## config.mk

```make
export PLATFORM = sky130hd
export DESIGN_NAME = irq_ctrl_multi
export DESIGN_NICKNAME = d
export VERILOG_FILES = /design/src/rtl/m72_pkg.sv /design/src/rtl/irq_prio_enc.sv /design/src/rtl/irq_ctrl_multi.sv
export SDC_FILE = /design/constraint.sdc
export NUM_CORES = 1
export LEC_CHECK = 0
export CAP_MARGIN = 20
export CORE_ASPECT_RATIO = 1.1
export CORE_MARGIN = 2
export CORE_UTILIZATION = 46
export CTS_CLUSTER_SIZE = 10
export DETAILED_ROUTE_END_ITERATION = 16
export PLACE_DENSITY_LB_ADDON = 0.2
export SLEW_MARGIN = 20
export SYNTH_ARGS = -nofsm -noshare
export SYNTH_HDL_FRONTEND = slang
export SYNTH_SLANG_ARGS = --single-unit
```

## constraint.sdc

```tcl
create_clock -name CLK_32M -period 1.85 [get_ports CLK_32M]
set_input_delay 0.2775 -clock CLK_32M [delete_from_list [all_inputs] [get_ports CLK_32M]]
set_output_delay 0.2775 -clock CLK_32M [all_outputs]
set_load 0.01 [all_outputs]
```

## src/rtl/m72_pkg.sv

```systemverilog
// Shared types for the M72 interrupt controller: register map, FSM states
// and the vector width seen by the V30 core.
package m72_pkg;

  typedef enum logic [1:0] {
    IRQ_REG_MASK  = 2'd0,
    IRQ_REG_MODE  = 2'd1,
    IRQ_REG_VBASE = 2'd2,
    IRQ_REG_EOI   = 2'd3
  } irq_reg_t;

  typedef enum logic {
    IRQ_IDLE = 1'b0,
    IRQ_REQ  = 1'b1
  } irq_state_t;

  localparam int IRQ_VEC_W = 9;

endpackage

```

## src/rtl/irq_prio_enc.sv

```systemverilog
// Find-first-set encoder: bit 0 has the highest priority.
module irq_prio_enc #(
  parameter int N     = 2,
  parameter int IDX_W = (N > 1) ? $clog2(N) : 1
) (
  input  logic [N-1:0]     req,
  output logic             valid,
  output logic [IDX_W-1:0] idx
);

  // Scanning downwards lets the lowest set bit overwrite any higher one.
  always_comb begin
    valid = |req;
    idx   = '0;
    for (int i = N - 1; i >= 0; i--) begin
      if (req[i]) idx = IDX_W'(i);
    end
  end

endmodule

```

## src/rtl/irq_ctrl_multi.sv

```systemverilog
// N-channel vectored interrupt controller for the V30 core: per-channel mask,
// edge/level mode, programmable vector base, fixed priority, optional EOI.
module irq_ctrl_multi
  import m72_pkg::*;
#(
  parameter int         N_IRQ      = 2,
  parameter int         VEC_STRIDE = 8,
  parameter int         AUTO_EOI   = 1,
  parameter logic [7:0] MASK_RST   = 8'h00,
  parameter logic [7:0] MODE_RST   = 8'h00,
  parameter logic [7:0] VBASE_RST  = 8'h40
) (
  input  logic                 CLK_32M,
  input  logic                 reset_n,
  input  logic                 ce,
  input  logic [N_IRQ-1:0]     irq_in,
  input  logic                 cfg_we,
  input  logic                 cfg_re,
  input  logic [1:0]           cfg_addr,
  input  logic [7:0]           cfg_din,
  output logic [7:0]           cfg_dout,
  output logic                 irq_rq,
  output logic [IRQ_VEC_W-1:0] irq_vector,
  input  logic                 irq_ack
);

  localparam int IDX_W = (N_IRQ > 1) ? $clog2(N_IRQ) : 1;

  irq_state_t           state_q, state_nxt;
  logic [N_IRQ-1:0]     mask_q, mode_q, pend_q, pend_nxt, prev_q, ins_q, ins_nxt;
  logic [N_IRQ-1:0]     eligible;
  logic [7:0]           vbase_q;
  logic [IDX_W-1:0]     grant_q, grant_nxt, win_idx, eoi_idx;
  logic [IRQ_VEC_W-1:0] vec_q, vec_nxt;
  logic                 win_valid, eoi_valid, ack_fire, eoi_wr, blocked;
  logic                 unused_cfg_re;

  assign unused_cfg_re = cfg_re;
  assign ack_fire      = irq_ack && (state_q == IRQ_REQ);
  assign eoi_wr        = cfg_we && (irq_reg_t'(cfg_addr) == IRQ_REG_EOI);

  always_ff @(posedge CLK_32M or negedge reset_n) begin
    if (!reset_n) begin
      mask_q  <= MASK_RST[N_IRQ-1:0];
      mode_q  <= MODE_RST[N_IRQ-1:0];
      vbase_q <= VBASE_RST;
    end else if (cfg_we) begin
      case (irq_reg_t'(cfg_addr))
        IRQ_REG_MASK:  mask_q  <= cfg_din[N_IRQ-1:0];
        IRQ_REG_MODE:  mode_q  <= cfg_din[N_IRQ-1:0];
        IRQ_REG_VBASE: vbase_q <= cfg_din;
        default:       ;
      endcase
    end
  end

  always_comb begin
    cfg_dout = '0;
    case (irq_reg_t'(cfg_addr))
      IRQ_REG_MASK:  cfg_dout[N_IRQ-1:0] = mask_q;
      IRQ_REG_MODE:  cfg_dout[N_IRQ-1:0] = mode_q;
      IRQ_REG_VBASE: cfg_dout            = vbase_q;
      default:       cfg_dout[N_IRQ-1:0] = pend_q;
    endcase
  end

  // A channel is blocked by its own or any higher-priority in-service bit.
  always_comb begin
    blocked  = 1'b0;
    eligible = '0;
    for (int i = 0; i < N_IRQ; i++) begin
      blocked     = blocked | ins_q[i];
      eligible[i] = pend_q[i] & ~mask_q[i] & ((AUTO_EOI != 0) | ~blocked);
    end
  end

  irq_prio_enc #(.N(N_IRQ), .IDX_W(IDX_W)) u_win (
    .req   (eligible),
    .valid (win_valid),
    .idx   (win_idx)
  );

  irq_prio_enc #(.N(N_IRQ), .IDX_W(IDX_W)) u_eoi (
    .req   (ins_q),
    .valid (eoi_valid),
    .idx   (eoi_idx)
  );

  // Ack clears first so a fresh edge sampled in the same cycle survives.
  always_comb begin
    pend_nxt = pend_q;
    if (ack_fire && !mode_q[grant_q]) pend_nxt[grant_q] = 1'b0;
    if (ce) begin
      for (int i = 0; i < N_IRQ; i++) begin
        if (mode_q[i])                 pend_nxt[i] = irq_in[i];
        else if (irq_in[i] & ~prev_q[i]) pend_nxt[i] = 1'b1;
      end
    end
  end

  always_comb begin
    ins_nxt = ins_q;
    if (AUTO_EOI == 0) begin
      if (eoi_wr && eoi_valid) ins_nxt[eoi_idx] = 1'b0;
      if (ack_fire)            ins_nxt[grant_q] = 1'b1;
    end
  end

  always_ff @(posedge CLK_32M or negedge reset_n) begin
    if (!reset_n) begin
      pend_q <= '0;
      prev_q <= '0;
      ins_q  <= '0;
    end else begin
      pend_q <= pend_nxt;
      ins_q  <= ins_nxt;
      if (ce) prev_q <= irq_in;
    end
  end

  always_comb begin
    state_nxt = state_q;
    grant_nxt = grant_q;
    vec_nxt   = vec_q;
    case (state_q)
      IRQ_IDLE: begin
        if (ce && win_valid) begin
          state_nxt = IRQ_REQ;
          grant_nxt = win_idx;
          vec_nxt   = {vbase_q, 1'b0} + IRQ_VEC_W'(int'(win_idx) * VEC_STRIDE);
        end
      end
      IRQ_REQ: begin
        if (irq_ack) state_nxt = IRQ_IDLE;
      end
      default: state_nxt = IRQ_IDLE;
    endcase
  end

  always_ff @(posedge CLK_32M or negedge reset_n) begin
    if (!reset_n) begin
      state_q <= IRQ_IDLE;
      grant_q <= '0;
      vec_q   <= '0;
    end else begin
      state_q <= state_nxt;
      grant_q <= grant_nxt;
      vec_q   <= vec_nxt;
    end
  end

  assign irq_rq     = (state_q == IRQ_REQ);
  assign irq_vector = vec_q;

endmodule

```

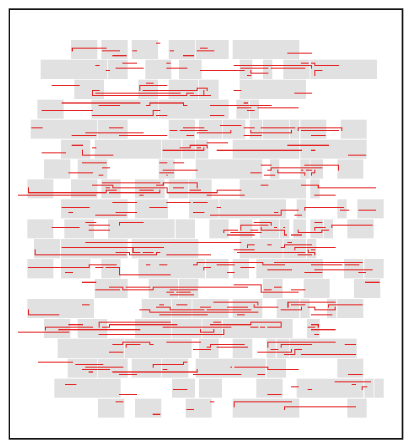
*Signal wires on met1, run 1*
main direction: horizontal
share of all routed wire: 46%
wire length on this layer: 1060 um

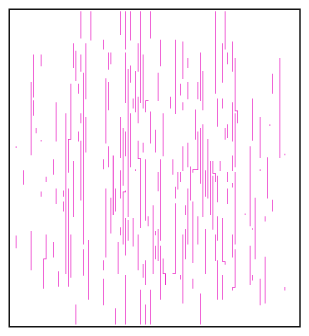
*M2 wires, run 1*
wire length on this layer: 1140 um
main direction: vertical
longest straight run: 31.6 um
share of all routed wire: 49%
nets with wire on the layer: 139
Routed WL: 2330 um
GR Util met2: 0.310
Via Count: 854

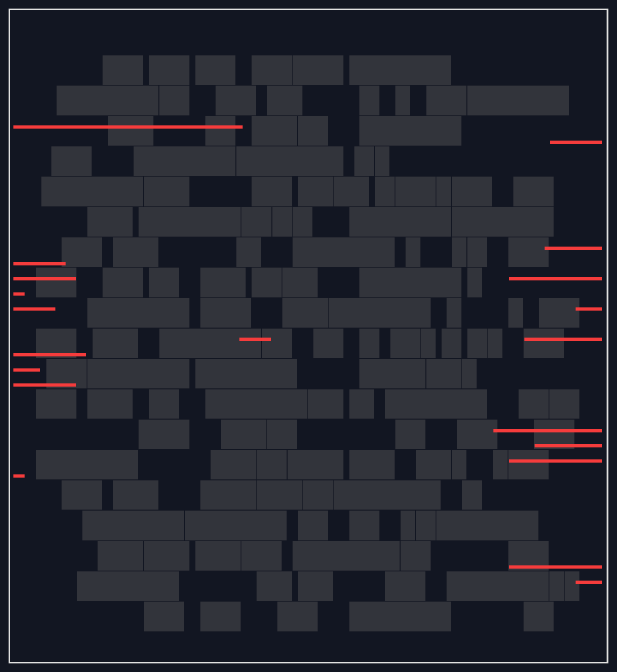
*Signal wires on met3, run 1*
longest straight run: 20.2 um
main direction: horizontal
wire length on this layer: 110 um
nets with wire on the layer: 19

==> job_summary.md, run 1 <==
### Metrics collected by this job

| Metric | Value |
|---|---|
| Status | complete, no violations |
| CTS Sinks | 26 |
| Drt pass-1 iters | 2 |
| Fmax | 565 MHz |
| Commonest Layout Cell | clkdlybuf4s50_1 |
| YS chip area | around 0.0012 mm^2 |
| Met1 Usage GRT | 0.228 |
| Clock group total power | roughly 280 uW |
| Average wire per cell in the routed design | 13.7 um |
| Met1 wire length | approximately 1100 um |
| Placed Area | 0.00163 mm^2 |
| Worst path cell trace | dlygate4sd2_1, nor2b_4, and2_2, clkdlybuf4s50_1 |
| Synth async-reset ratio | 1.00 |
| DR vias/cell | 5.02 |
| R2R Setup Slk | about 0.20 ns |
| Placed insts | approximately 170 |
| Cell Area, Synth | 0.00124 mm^2 |
| Peak supply drop | 0.000772 V |
| CTS buffer count | 3 |
| Hold_ws | between 0.3 and 0.4 ns |
| Crit. Startpoint | cfg_addr[1] |
| Number of stages on the worst setup path | 4 |
| Largest class | flip-flops and latches |
| Overall Power | 1.80 mW |
| Core footprint | 0.00252 mm^2 |
| Vias in the first global route | just over 900 |
| CP Capture Type | output port |
| Max incr delay on CP | 0.53 ns |
| Adder Area Share | 0.0202 |
| Static Leakage | around 0.75 nW |
| Top sig layer | met4 |
| Worst Path Required | 1.57 ns |
| Mux frac, synth | 0.188 |
| Rows | 19 |
| # fillers | between 200 and 250 |
| CTS resizes | 4 |
| IO Count | 36 |
| Syn avg cell area | 12.6 um^2 |
| CP Max Fanout | 7 |
| Die Span X | 53.5 um |
| PwrDens | 1070 mW/mm^2 |
| Data buffer area share | 0.224 |
| FP Core Util | 0.492 |
| Antenna violations before repair | 0 |
| Final Max Slew Viols | 0 |
| R2R Path End | irq_vector[8]$_DFFE_PN0P_ |
| # clk buffers | 4 |
| Final Hold Fails | 0 |
| Final ANT Viol Nets | 0 |
| Comb pwr | 666 uW |
| H-Tree Depth | 1 |
| Sequential power share | 0.472 |
| DP HPWL | 1780 um |
| CTS root buf | clkbuf_4 |
| Clk pwr share | 0.158 |
| Ys flop type | dfrtp_1 |
| Remaining Overflow, GRT | 0 |
| Final setup margin | 0.0800 ns |
| Fin area | 0.00167 mm^2 |
| R2R Path Start | pend_q[0]$_DFF_PN0_ |
| Max Root-Sink Buffers | 2 |
| Synth flops | 26 |
| Final Skew | approximately 0.0056 ns |
| Synth warn | 0 |
| Sequential Power | 847 uW |
| First-pass GRT wire length | 4060 um |
| Inverters | 4 |
| ClkCell Share | 0.0217 |
| Synth Seq Share | 0.526 |
| Synth top cell by count | dfrtp_1 |
## Run 2: what changed since run 1
Settings changed: ABC_CLOCK_PERIOD_IN_PS set to 1850, SLEW_MARGIN 20 to unset.
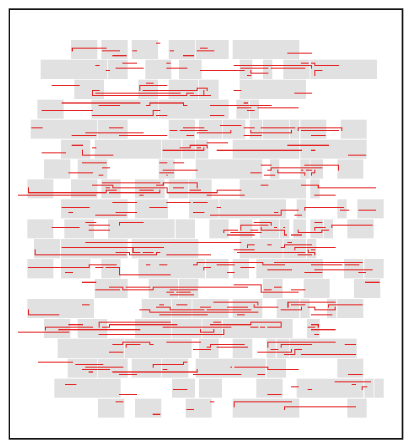
*Signal wires on met1, run 2*
nets with wire on the layer: 130
wire length on this layer: 1060 um
met1 Usage GRT: 0.228

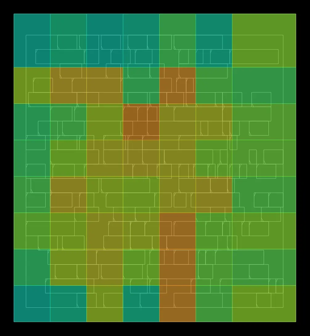
*Routing congestion map, run 2*
GR Util All Layers: 0.177
average wire per cell in the routed design: 13.7 um
GRT met3 Usage: 0.0228

==> run 2 against run 1 <==
- utilization is the same
- power is the same
- critical path depth unchanged
- final cell count unchanged
- flip-flop count is the same
- combinational power is essentially flat
- non-clock buffer count unchanged
- cell area did not move
- maximum frequency stayed put
- register-to-register slack is essentially flat
- sequential power is essentially flat
- highest routed layer unchanged
==> job_summary.md, run 2 <==
### Metrics collected by this job

| Metric | Value |
|---|---|
| R2R Path End | irq_vector[8]$_DFFE_PN0P_ |
| Rows | 19 (unchanged) |
| Hold_ws | 0.312 ns (unchanged) |
| Adder Area Share | 0.0202 (unchanged) |
| Synth async-reset ratio | 1.00 (unchanged) |
| Overall Power | 1.80 mW (unchanged) |
| Vias in the first global route | 905 (unchanged) |
| Placed Area | 0.00163 mm^2 (unchanged) |
| Static Leakage | 0.748 nW (unchanged) |
| Max incr delay on CP | 0.53 ns (about the same) |
| Via Count | 854 (unchanged) |
| R2R Path Start | pend_q[0]$_DFF_PN0_ |
| DR vias/cell | 5.02 (unchanged) |
| Worst path cell trace | dlygate4sd2_1, nor2b_4, and2_2, clkdlybuf4s50_1 |
| Synth warn | 0 (unchanged) |
| Comb pwr | 666 uW (about the same) |
| Crit. Startpoint | cfg_addr[1] |
| Number of stages on the worst setup path | 4 (unchanged) |
| Synth top cell by count | dfrtp_1 |
| Mux frac, synth | 0.188 (unchanged) |
| Peak supply drop | 0.000772 V (unchanged) |
| CTS root buf | clkbuf_4 |
| Commonest Layout Cell | clkdlybuf4s50_1 |
| Sequential Power | 847 uW (about the same) |
| FP Core Util | 0.492 (unchanged) |
| # clk buffers | 4 (unchanged) |
| Final Max Slew Viols | 0 (unchanged) |
| Drt pass-1 iters | 2 (unchanged) |
| CTS resizes | 4 (unchanged) |
| Netlist cell types | 26 |
| Max Root-Sink Buffers | 2 (unchanged) |
| Ys flop type | dfrtp_1 |
| PwrDens | 1070 mW/mm^2 (unchanged) |
| H-Tree Depth | 1 (unchanged) |
| Worst Path Required | 1.57 ns (about the same) |
| Final Skew | 0.00556 ns (unchanged) |
| Fin area | 0.00167 mm^2 (unchanged) |
| CTS Sinks | 26 (unchanged) |
| Top sig layer | met4 |
| # fillers | 214 (unchanged) |
| First-pass GRT wire length | 4060 um (unchanged) |
| Synth Seq Share | 0.526 (unchanged) |
| Core footprint | 0.00252 mm^2 (unchanged) |
| CTS buffer count | 3 (unchanged) |
| Die Span X | 53.5 um (unchanged) |
| Data buffer area share | 0.224 (unchanged) |
| YS chip area | 0.00124 mm^2 (unchanged) |
| DP HPWL | 1780 um (unchanged) |
| RSZ-0062 raised after global routing | no |
| Final ANT Viol Nets | 0 (unchanged) |
| Fmax | 565 MHz (unchanged) |
| Met1 wire length | 1060 um (unchanged) |
| Status | complete, no violations |
| Placed insts | 165 (unchanged) |
| Clk pwr share | 0.158 (about the same) |
| R2R Setup Slk | 0.20 ns (about the same) |
| Sequential power share | 0.472 (about the same) |
| IO Count | 36 (unchanged) |
| Largest class | flip-flops and latches |
| Cell Area, Synth | 0.00124 mm^2 (unchanged) |
| GR Util met2 | 0.310 (unchanged) |
Power figures rest on the tool's default switching activity, not on a simulated workload.
